Figure 1. PDN straps and rails.
The bar under the picture is 50 um long. Pins as bars on the die edge.
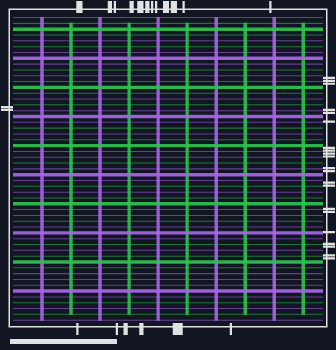
Figure 2. Placement by cell class.
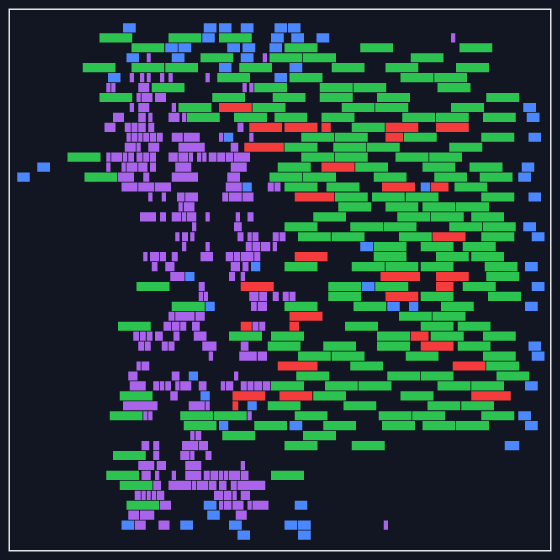
Figure 3. Routed clock nets over the placement.
The bar under the picture is 50 um long.
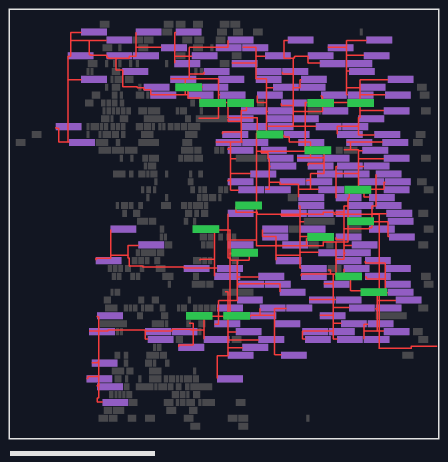
Figure 4. Routed metal, one color a layer.
The bar under the picture is 50 um long.
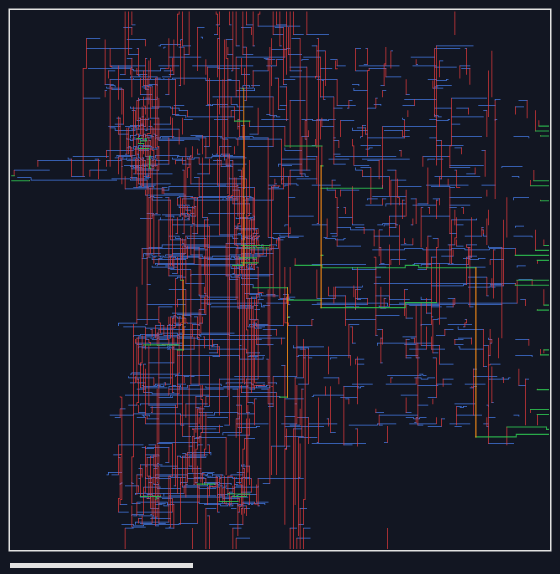
--- src/rtl/ntt_pkg.sv ---
// rtl/ntt_pkg.sv - shared constants, state codes and address helpers for the NTT scheduler
package ntt_pkg;
    localparam int N     = 256;
    localparam int LOGN  = 8;
    localparam int PIPE  = 8;
    localparam int STG_W = $clog2(LOGN);
    localparam int K_W   = LOGN - 2;
    localparam int DRN_W = $clog2(PIPE + 1);

    localparam logic [1:0] S_IDLE  = 2'd0;
    localparam logic [1:0] S_RUN   = 2'd1;
    localparam logic [1:0] S_DRAIN = 2'd2;
    localparam logic [1:0] S_DONE  = 2'd3;

    // Butterfly j of stage s sits in group j>>sh; each group spans 2h addresses with h = 1<<sh.
    function automatic logic [LOGN-1:0] top_addr(input logic [LOGN-1:0] j,
                                                  input logic [STG_W-1:0] s);
        logic [STG_W-1:0] sh;
        logic [LOGN-1:0]  mask;
        sh   = STG_W'(LOGN - 1) - s;
        mask = (LOGN'(1) << sh) - LOGN'(1);
        return (((j >> sh) << 1) << sh) | (j & mask);
    endfunction

    function automatic logic [LOGN-1:0] tw_index(input logic [LOGN-1:0] j,
                                                  input logic [STG_W-1:0] s);
        logic [STG_W-1:0] sh;
        sh = STG_W'(LOGN - 1) - s;
        return (LOGN'(1) << s) + (j >> sh);
    endfunction
endpackage

--- src/rtl/ntt_addr_sched_if.sv ---
// rtl/ntt_addr_sched_if.sv - control and address bundle between scheduler and NTT datapath
interface ntt_addr_sched_if;
    import ntt_pkg::*;
    logic             start;
    logic             busy;
    logic             done;
    logic [STG_W-1:0] stage;
    logic             rd_en;
    logic [LOGN-1:0]  rd_a0;
    logic [LOGN-1:0]  rd_a1;
    logic [LOGN-1:0]  tw0;
    logic [LOGN-1:0]  tw1;
    logic             wr_en;
    logic [LOGN-1:0]  wr_a0;
    logic [LOGN-1:0]  wr_a1;

    modport master (input start, output busy, done, stage, rd_en, rd_a0, rd_a1,
                    tw0, tw1, wr_en, wr_a0, wr_a1);
    modport slave  (output start, input busy, done, stage, rd_en, rd_a0, rd_a1,
                    tw0, tw1, wr_en, wr_a0, wr_a1);
endinterface

--- src/rtl/ntt_delay_line.sv ---
// rtl/ntt_delay_line.sv - resettable fixed-depth register chain
module ntt_delay_line #(
    parameter int WIDTH = 1,
    parameter int DEPTH = 1
) (
    input  logic             clk,
    input  logic             rstn,
    input  logic [WIDTH-1:0] i_data,
    output logic [WIDTH-1:0] o_data
);
    logic [WIDTH-1:0] r_pipe [DEPTH];

    always_ff @(posedge clk or negedge rstn) begin
        if (!rstn) begin
            for (int i = 0; i < DEPTH; i++) r_pipe[i] <= '0;
        end else begin
            r_pipe[0] <= i_data;
            for (int i = 1; i < DEPTH; i++) r_pipe[i] <= r_pipe[i-1];
        end
    end

    assign o_data = r_pipe[DEPTH-1];
endmodule

--- src/rtl/ntt_addr_sched.sv ---
// rtl/ntt_addr_sched.sv - stage/butterfly sequencer issuing two butterflies per cycle
module ntt_addr_sched
    import ntt_pkg::*;
(
    input  logic              clk,
    input  logic              rstn,
    ntt_addr_sched_if.master  bus
);
    logic [1:0]       r_state, w_nxt_state;
    logic [STG_W-1:0] r_stage, w_nxt_stage;
    logic [K_W-1:0]   r_k, w_nxt_k;
    logic [DRN_W-1:0] r_drain, w_nxt_drain;
    logic             r_rd_en;
    logic [LOGN-1:0]  r_rd_a0, r_rd_a1, r_tw0, r_tw1;
    logic [LOGN-1:0]  w_j0, w_j1;
    logic [2*LOGN:0]  w_wr;

    always_comb begin
        w_nxt_state = r_state;
        w_nxt_stage = r_stage;
        w_nxt_k     = r_k;
        w_nxt_drain = r_drain;
        case (r_state)
            S_IDLE: if (bus.start) begin
                w_nxt_state = S_RUN;
                w_nxt_stage = '0;
                w_nxt_k     = '0;
            end
            S_RUN: if (r_k == K_W'(N/4 - 1)) begin
                w_nxt_state = S_DRAIN;
                w_nxt_drain = '0;
            end else begin
                w_nxt_k = r_k + K_W'(1);
            end
            S_DRAIN: if (r_drain == DRN_W'(PIPE - 1)) begin
                if (r_stage == STG_W'(LOGN - 1)) begin
                    w_nxt_state = S_DONE;
                end else begin
                    w_nxt_state = S_RUN;
                    w_nxt_stage = r_stage + STG_W'(1);
                    w_nxt_k     = '0;
                end
            end else begin
                w_nxt_drain = r_drain + DRN_W'(1);
            end
            default: w_nxt_state = S_IDLE;
        endcase
    end

    // Addresses are computed from the next-state counters so they register alongside rd_en.
    assign w_j0 = LOGN'({w_nxt_k, 1'b0});
    assign w_j1 = w_j0 | LOGN'(1);

    always_ff @(posedge clk or negedge rstn) begin
        if (!rstn) begin
            r_state <= S_IDLE;
            r_stage <= '0;
            r_k     <= '0;
            r_drain <= '0;
            r_rd_en <= 1'b0;
            r_rd_a0 <= '0;
            r_rd_a1 <= '0;
            r_tw0   <= '0;
            r_tw1   <= '0;
        end else begin
            r_state <= w_nxt_state;
            r_stage <= w_nxt_stage;
            r_k     <= w_nxt_k;
            r_drain <= w_nxt_drain;
            r_rd_en <= (w_nxt_state == S_RUN);
            if (w_nxt_state == S_RUN) begin
                r_rd_a0 <= top_addr(w_j0, w_nxt_stage);
                r_rd_a1 <= top_addr(w_j1, w_nxt_stage);
                r_tw0   <= tw_index(w_j0, w_nxt_stage);
                r_tw1   <= tw_index(w_j1, w_nxt_stage);
            end else begin
                r_rd_a0 <= '0;
                r_rd_a1 <= '0;
                r_tw0   <= '0;
                r_tw1   <= '0;
            end
        end
    end

    ntt_delay_line #(.WIDTH(1 + 2*LOGN), .DEPTH(PIPE)) u_wr_dly (
        .clk    (clk),
        .rstn   (rstn),
        .i_data ({r_rd_en, r_rd_a0, r_rd_a1}),
        .o_data (w_wr)
    );

    assign bus.busy  = (r_state == S_RUN) || (r_state == S_DRAIN);
    assign bus.done  = (r_state == S_DONE);
    assign bus.stage = r_stage;
    assign bus.rd_en = r_rd_en;
    assign bus.rd_a0 = r_rd_a0;
    assign bus.rd_a1 = r_rd_a1;
    assign bus.tw0   = r_tw0;
    assign bus.tw1   = r_tw1;
    assign bus.wr_en = w_wr[2*LOGN];
    assign bus.wr_a0 = w_wr[2*LOGN-1:LOGN];
    assign bus.wr_a1 = w_wr[LOGN-1:0];
endmodule

--- src/flat_wrapper.sv ---
// flat-port wrapper written by rule: the top's interface ports become plain ports
module ntt_addr_sched_flat import ntt_pkg::*;
  (clk, rstn, bus_start, bus_busy, bus_done, bus_stage, bus_rd_en, bus_rd_a0, bus_rd_a1, bus_tw0, bus_tw1, bus_wr_en, bus_wr_a0, bus_wr_a1);
  ntt_addr_sched_if bus_i ();
  input  logic clk;
  input  logic rstn;
  input wire logic [$bits(bus_i.start)-1:0] bus_start;
  output wire logic [$bits(bus_i.busy)-1:0] bus_busy;
  output wire logic [$bits(bus_i.done)-1:0] bus_done;
  output wire logic [$bits(bus_i.stage)-1:0] bus_stage;
  output wire logic [$bits(bus_i.rd_en)-1:0] bus_rd_en;
  output wire logic [$bits(bus_i.rd_a0)-1:0] bus_rd_a0;
  output wire logic [$bits(bus_i.rd_a1)-1:0] bus_rd_a1;
  output wire logic [$bits(bus_i.tw0)-1:0] bus_tw0;
  output wire logic [$bits(bus_i.tw1)-1:0] bus_tw1;
  output wire logic [$bits(bus_i.wr_en)-1:0] bus_wr_en;
  output wire logic [$bits(bus_i.wr_a0)-1:0] bus_wr_a0;
  output wire logic [$bits(bus_i.wr_a1)-1:0] bus_wr_a1;
  assign bus_i.start = bus_start;
  assign bus_busy = bus_i.busy;
  assign bus_done = bus_i.done;
  assign bus_stage = bus_i.stage;
  assign bus_rd_en = bus_i.rd_en;
  assign bus_rd_a0 = bus_i.rd_a0;
  assign bus_rd_a1 = bus_i.rd_a1;
  assign bus_tw0 = bus_i.tw0;
  assign bus_tw1 = bus_i.tw1;
  assign bus_wr_en = bus_i.wr_en;
  assign bus_wr_a0 = bus_i.wr_a0;
  assign bus_wr_a1 = bus_i.wr_a1;
  ntt_addr_sched u_core (.clk(clk), .rstn(rstn), .bus(bus_i));
endmodule
--- config.mk ---
export PLATFORM = sky130hd
export DESIGN_NAME = ntt_addr_sched_flat
export DESIGN_NICKNAME = d
export VERILOG_FILES = /design/src/rtl/ntt_pkg.sv /design/src/rtl/ntt_addr_sched_if.sv /design/src/rtl/ntt_delay_line.sv /design/src/rtl/ntt_addr_sched.sv /design/src/flat_wrapper.sv
export SDC_FILE = /design/constraint.sdc
export NUM_CORES = 1
export LEC_CHECK = 0
export CORE_MARGIN = 1
export CORE_UTILIZATION = 29
export DETAILED_ROUTE_END_ITERATION = 6
export MAX_ROUTING_LAYER = met4
export PLACE_DENSITY = 0.57
export SYNTH_ARGS = -nofsm -noshare
export SYNTH_HDL_FRONTEND = slang
export SYNTH_SLANG_ARGS = --single-unit
--- constraint.sdc ---
create_clock -name clk -period 4.9 [get_ports clk]
set_clock_uncertainty 0.1 [all_clocks]
set_input_delay 1.47 -clock clk [delete_from_list [all_inputs] [get_ports clk]]
set_output_delay 1.47 -clock clk [all_outputs]
set_load 0.02 [all_outputs]
==> notes.md <==
run metrics: core area=0.0205 mm^2, Design Power=2.94 mW, Req. time, crit path=5080 ps, Max Slew Vio Count=0, hold crit path type=reg -> reg, DR vias=3,423, layout cell share with drive strength beyond 1=11.7%, diodes inserted=0, routability cong.=0.786, ANT nets after route=0, Area Overhead vs Synth=23.0%, final std cells w/o fill=781, number of global-route vias before repair=3,468, clock buffer count from CTS=17, Leak Pwr=3.29 nW, antenna violations before repair=0, WP data arrival=4580 ps, status=finished clean, clock sinks=175, worst-path fanout max=7, CP max stage delay=530 ps, Pre-antenna DRT Iters=4
Notes on Figure 1 above:
Key: purple = VSS; green = VDD
58 signal pins sit on the boundary. 10 straps on met4. The core has 52 rows.
Max VDD drop: 0.000160 V
Die Height: 148 um
Die W: 148 um

Notes on Figure 2 above:
Key: purple = combinational and other logic [cells 240]; blue = other buffers and delay cells [cells 66]; red = clock drivers and dummy loads [cells 30]; green = flops [cells 175]
row count: 52
Seq area share: 57.8%
fin area: 0.00757 mm^2

Notes on Figure 3 above:
Key: red = clock wires [length 1,820 um]; purple = flip-flops [count 175]; green = clock drivers [count 17]
There are 18 routed clock nets.
clock group share of total power: 49.7%
Late-Pin Clk Latency: 410 ps
clock-net power: 1.46 mW

Notes on Figure 4 above:
Key: red = metal 2 [wire length 5,840 um]; orange = metal 4 [wire length 182 um]; green = metal 3 [wire length 324 um]; blue = metal 1 [wire length 4,580 um]
per-cell routed wire length: 14.0 um
routed wire length: 10.9 mm
gr usage total: 11.0%

## placed cells by master (no fill, tap or decap), types with 5 or more instances in the layout
cell type,synthesis,routed
clkdlybuf4s50_1,0,54
bufinv_16,0,5
xnor2_1,5,5
ha_1,17,17
clkbuf_16,0,17
o211ai_1,6,6
and3_1,11,11
nand2_1,20,20
nor2_1,32,32
buf_4,17,11
inv_1,15,15
o21ai_0,17,17
a31oi_1,7,7
nor3_1,8,8
a21oi_1,22,22
dfrtp_1,175,175
xor2_1,7,7
nand3_1,12,12
## metal layers
metal	track usage, %	wire length (um)
met1	12.1	4580
met2	19.0	5840
met3	2.75	324
met4	4.38	182
met5	-	0
## stage by stage
step	utilization, %	worst slack (ps)	hold slack, ps
floorplan	-	945	231
global placement	33.7	148	231
detailed placement	33.7	89.2	235
CTS	37.0	521	242
global route	37.0	171	242
finish	37.0	503	241
## sequential cells by signal (all words and copies together), names as in the netlist
| name | cells |
|---|---|
| u_core.u_wr_dly.r_pipe | 112 |
| u_core.bus.tw0 | 8 |
| u_core.u_wr_dly.o_data | 16 |
| u_core.bus.rd_a1 | 8 |
| u_core.r_k | 6 |
| u_core.bus.rd_a0 | 7 |
| u_core.r_drain | 4 |
| u_core.bus.rd_en | 1 |
| u_core.bus.stage | 3 |
| u_core.bus.tw1 | 8 |
| u_core.r_state | 2 |
## final timing paths
path	to	slack [ps]	startpoint
setup / recovery	u_core.bus.tw1[5]	500	bus_start
hold / removal	u_core.u_wr_dly.r_pipe[69]	240	u_core.u_wr_dly.r_pipe[86]
setup reg to reg	u_core.bus.tw1[7]	1000	u_core.r_state[0]
hold reg to reg	u_core.u_wr_dly.r_pipe[69]	240	u_core.u_wr_dly.r_pipe[86]
max in group asynchronous	u_core.u_wr_dly.r_pipe[98]	2660	rstn
min in group asynchronous	u_core.u_wr_dly.r_pipe[34]	1070	rstn
## cell families (layout without fill, tap and decap cells)
logic type	Yosys count	in the layout	synth area share (%)
xor gates and xnor gates	12	12	1.71
muxes	4	4	0.711
and+or+nand+nor	103	103	8.35
AOI/OAI and AO/OA	82	82	9.29
other	1	2	0.0609
buffers and inverters	49	114	4.63
DFF	175	175	71.1
adders and majority gates	19	19	4.11
## report_power, final
group	switching (mW)	total, mW	internal, mW	leakage [nW]
combinational	0.0285	0.0317	0.00316	1.05
clock	0.505	1.46	0.955	0.318
sequential	0	1.45	1.45	1.92
## area by class of cell
cell class              instances  share of cell area [%]
flip-flops and latches        175                    57.8
clock buffers                  21                    6.34
inverters                      18                   0.892
well taps                     270                    4.46
clock inverters                 9                    2.36
repair buffers                 66                    8.38
multi-input cells             222                    19.7
Power is estimated from default activity; no workload was simulated.
